## src/rtl/serial_add_sub.sv

```systemverilog
// Bit-serial adder/subtractor: one full-adder slice and carry flop, LSB first.
// Define SERIAL_ADD_SUB_NEGATE_EN to report |A-B| for negative subtract results.
module serial_add_sub #(
  parameter int WIDTH = 4
) (
  input  logic             clk,
  input  logic             rst,
  input  logic             start,
  input  logic [WIDTH-1:0] A,
  input  logic [WIDTH-1:0] B,
  input  logic             CTR,
  output logic             busy,
  output logic             done,
  output logic [WIDTH-1:0] S,
  output logic             Cout,
  output logic             sign,
  output logic [1:0]       o_dbg_state
);

  localparam int CW = $clog2(WIDTH);

  typedef enum logic [1:0] {
    ST_IDLE = 2'd0,
    ST_CALC = 2'd1,
    ST_DONE = 2'd2
`ifdef SERIAL_ADD_SUB_NEGATE_EN
    , ST_NEG = 2'd3
`endif
  } state_t;

  state_t           r_state;
  state_t           w_next;
  logic [WIDTH-1:0] r_a;
  logic [WIDTH-1:0] r_b;
  logic [WIDTH-1:0] r_s;
  logic [CW-1:0]    r_cnt;
  logic             r_ctr;
  logic             r_c;
  logic             r_cout;
  logic             r_sign;

  logic w_op_a;
  logic w_op_b;
  logic w_sum;
  logic w_carry;
  logic w_last;
  logic w_sign_calc;

  assign w_last      = (r_cnt == CW'(WIDTH - 1));
  assign w_sign_calc = r_ctr & ~w_carry;

  // The one slice is shared: CALC feeds operand bits, NEG feeds the inverted result bit.
  always_comb begin
    w_op_a = r_a[0];
    w_op_b = r_b[0] ^ r_ctr;
`ifdef SERIAL_ADD_SUB_NEGATE_EN
    if (r_state == ST_NEG) begin
      w_op_a = ~r_s[0];
      w_op_b = 1'b0;
    end
`endif
    w_sum   = w_op_a ^ w_op_b ^ r_c;
    w_carry = (w_op_a & w_op_b) | (w_op_a & r_c) | (w_op_b & r_c);
  end

  always_comb begin
    w_next = r_state;
    case (r_state)
      ST_IDLE: if (start) w_next = ST_CALC;
      ST_CALC: begin
        if (w_last) begin
`ifdef SERIAL_ADD_SUB_NEGATE_EN
          w_next = w_sign_calc ? ST_NEG : ST_DONE;
`else
          w_next = ST_DONE;
`endif
        end
      end
`ifdef SERIAL_ADD_SUB_NEGATE_EN
      ST_NEG:  if (w_last) w_next = ST_DONE;
`endif
      ST_DONE: w_next = ST_IDLE;
      default: w_next = ST_IDLE;
    endcase
  end

  always_ff @(posedge clk or posedge rst) begin
    if (rst) begin
      r_state <= ST_IDLE;
      r_a     <= '0;
      r_b     <= '0;
      r_s     <= '0;
      r_cnt   <= '0;
      r_ctr   <= 1'b0;
      r_c     <= 1'b0;
      r_cout  <= 1'b0;
      r_sign  <= 1'b0;
    end else begin
      r_state <= w_next;
      case (r_state)
        ST_IDLE: begin
          if (start) begin
            r_a   <= A;
            r_b   <= B;
            r_ctr <= CTR;
            r_c   <= CTR;
            r_cnt <= '0;
          end
        end
        ST_CALC: begin
          r_s   <= {w_sum, r_s[WIDTH-1:1]};
          r_a   <= r_a >> 1;
          r_b   <= r_b >> 1;
          r_c   <= w_carry;
          r_cnt <= r_cnt + CW'(1);
          if (w_last) begin
            r_cout <= w_carry;
            r_sign <= w_sign_calc;
            // Prime the slice for a possible negate pass (+1 of the two's complement).
            r_cnt  <= '0;
            r_c    <= 1'b1;
          end
        end
`ifdef SERIAL_ADD_SUB_NEGATE_EN
        ST_NEG: begin
          r_s   <= {w_sum, r_s[WIDTH-1:1]};
          r_c   <= w_carry;
          r_cnt <= r_cnt + CW'(1);
        end
`endif
        default: ;
      endcase
    end
  end

  assign busy        = (r_state != ST_IDLE);
  assign done        = (r_state == ST_DONE);
  assign S           = r_s;
  assign Cout        = r_cout;
  assign sign        = r_sign;
  assign o_dbg_state = r_state;

endmodule

```

## config.mk

```make
export PLATFORM = sky130hd
export DESIGN_NAME = serial_add_sub
export DESIGN_NICKNAME = d
export VERILOG_FILES = /design/src/rtl/serial_add_sub.sv
export SDC_FILE = /design/constraint.sdc
export NUM_CORES = 1
export LEC_CHECK = 0
export CAP_MARGIN = 30
export CORE_ASPECT_RATIO = 1.75
export CORE_MARGIN = 4
export CORE_UTILIZATION = 40
export CTS_BUF_LIST = sky130_fd_sc_hd__clkbuf_4 sky130_fd_sc_hd__clkbuf_8
export DETAILED_ROUTE_END_ITERATION = 8
export GPL_TIMING_DRIVEN = 0
export MAX_ROUTING_LAYER = met4
export PLACE_DENSITY = 0.79
export SYNTH_ARGS = -nofsm -noshare
export SYNTH_HDL_FRONTEND = slang
export SYNTH_SLANG_ARGS = --single-unit
```

## constraint.sdc

```tcl
create_clock -name clk -period 1.2 [get_ports clk]
set_input_delay 0.18 -clock clk [delete_from_list [all_inputs] [get_ports clk]]
set_output_delay 0.18 -clock clk [all_outputs]
set_load 0.01 [all_outputs]
```

layers.png
Scale: 4 px per µm.
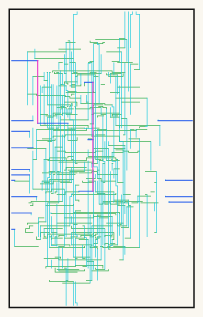
legend:
  magenta:
    layer: M4
    wire_length: 42.8 µm
  green:
    layer: M1
    wire_length: 942 µm
  blue:
    layer: M3
    wire_length: 84.4 µm
  cyan:
    layer: M2
    wire_length: 1410 µm

clock_nets.png
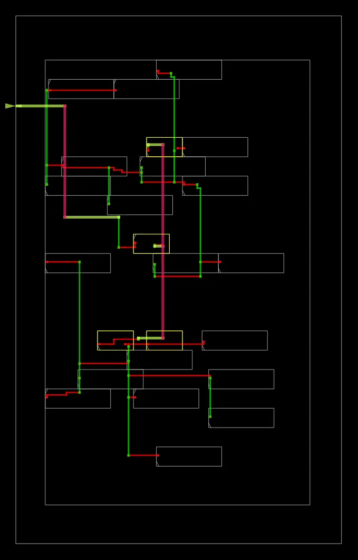
TritonCTS Buffers: 3
Clock net power: 0.000518 W

==> flow_metrics.env <==
# source this file to load flow results
export IMPL_crit_buf_inv=3
export IMPL_status="complete, but fails checks"
export IMPL_postSynthCellCount=86
export IMPL_violations="setup timing"
export IMPL_drive_gt1_frac=0.341
export IMPL_drcViolationCount=0
export IMPL_rr_startpoint="r_ctr$_DFFE_PP0P_"
export IMPL_num_io_pins=22
export IMPL_coreArea_um2=2330
export IMPL_period_used=1.13
export IMPL_dr_max_layer_used="met4"
export IMPL_fp_nets=100
export IMPL_rsz0062_at_grt="yes"
export IMPL_setup_ws_ps=-159
export IMPL_fin_util=0.649
export IMPL_ys_types=29
export IMPL_setup_viol=15
export IMPL_yosys_warnings=0
export IMPL_cts_buffer_depth=2
export IMPL_place_area_um2=1250
export IMPL_wire_per_inst_um=16.8
export IMPL_worst_path_most_repeated_cell="buf_6"
export IMPL_routed_wl_um=2480
export IMPL_cts_sinks=20
export IMPL_r2r_slack_ps=-130
-- metal layers --
metal | vias up | GRT usage
met2 | 17 | 0.284
met4 | 0 | 0.0601
li1 | 376 | -
met5 | - | -
met3 | 5 | 0.0218
met1 | 387 | 0.182
-- power breakdown --
part	leakage, nW	switching, W	internal (W)	total (W)
combinational	0.450	0.00103	0.00125	0.00228
sequential	0.242	0.000200	0.00100	0.00120
clock	0.0288	0.000225	0.000292	0.000518
-- worst reg2reg max path: stages, from the launching register on --
cell and delay, ps:
dfrtp_1 410, xnor2_2 170, fa_2 240, nand2b_1 80, a221o_1 320
-- cell usage after synthesis, drive strengths merged --
| cell | count | area [µm²] |
|---|---|---|
| a221oi | 4 | 35.0 |
| nand2 | 2 | 7.51 |
| a22o | 2 | 17.5 |
| xnor2 | 1 | 8.76 |
| a21o | 1 | 7.51 |
| o21bai | 1 | 18.8 |
| mux2 | 3 | 37.5 |
| ha | 1 | 12.5 |
| nor2b | 4 | 32.5 |
| and4bb | 1 | 12.5 |
| nand4bb | 1 | 11.3 |
| nand2b | 3 | 18.8 |
| a32o | 1 | 10.0 |
| o311ai | 1 | 8.76 |
| a222oi | 2 | 20.0 |
| nor2 | 6 | 22.5 |
| nor4b | 4 | 35.0 |
| buf | 7 | 53.8 |
| a221o | 1 | 10.0 |
| mux2i | 3 | 30.0 |
| or3b | 1 | 8.76 |
| inv | 13 | 48.8 |
| fa | 1 | 20.0 |
| dfrtp | 20 | 500 |
| and3b | 1 | 8.76 |
| a21oi | 1 | 5.00 |
-- cells by family after synthesis --
group                    after synthesis  share of synthesized area
XOR/XNOR                               1                    0.00874
adder cells (fa/ha/maj)                2                     0.0325
AND/OR/NAND/NOR                       23                      0.157
flip-flops                            20                      0.499
AND-OR/OR-AND                         14                      0.132
multiplexers                           6                     0.0674
buffers and inverters                 20                      0.102
-- final cells by class --
cell class / instances / area (µm²)
fillers: 177 / 817
multi-input cells: 47 / 503
flip-flops and latches: 20 / 500
repair buffers: 34 / 319
plain buffers: 5 / 56.3
clock buffers: 4 / 55.1
inverters: 13 / 48.8
well taps: 25 / 31.3
-- through the flow --
step / setup TNS, ps / power [W] / std cells
2_1_floorplan: -140 / 0.00239 / 86
3_3_place_gp: -2480 / 0.00294 / 132
3_5_place_dp: -3110 / 0.00302 / 132
4_1_cts: -964 / 0.00371 / 143
5_1_grt: -2150 / 0.00429 / 148
6_report: -1100 / 0.00401 / 148
-- flip-flops by register name (all words and copies together), names as in the netlist --
name and flops:
r_cnt 2, o_dbg_state 2, sign 1, r_b 4, r_a 4, r_c 1
Cout 1, S 4, r_ctr 1
-- worst max path at each step --
stage | slack, ps | from | cells after the start | to
detailed placement | -390 | o_dbg_state[1]$_DFFE_PP0P_ | 4 | done
CTS | -180 | o_dbg_state[0]$_DFFE_PP0P_ | 4 | done
global route | -230 | o_dbg_state[1]$_DFFE_PP0P_ | 4 | r_b[0]$_DFFE_PP0P_
floorplan | -50 | r_b[0]$_DFFE_PP0P_ | 4 | r_c$_DFFE_PP0P_
global placement | -350 | o_dbg_state[1]$_DFFE_PP0P_ | 4 | done
finish | -160 | o_dbg_state[1]$_DFFE_PP0P_ | 4 | done
Power figures rest on the tool's default switching activity, not on a simulated workload.
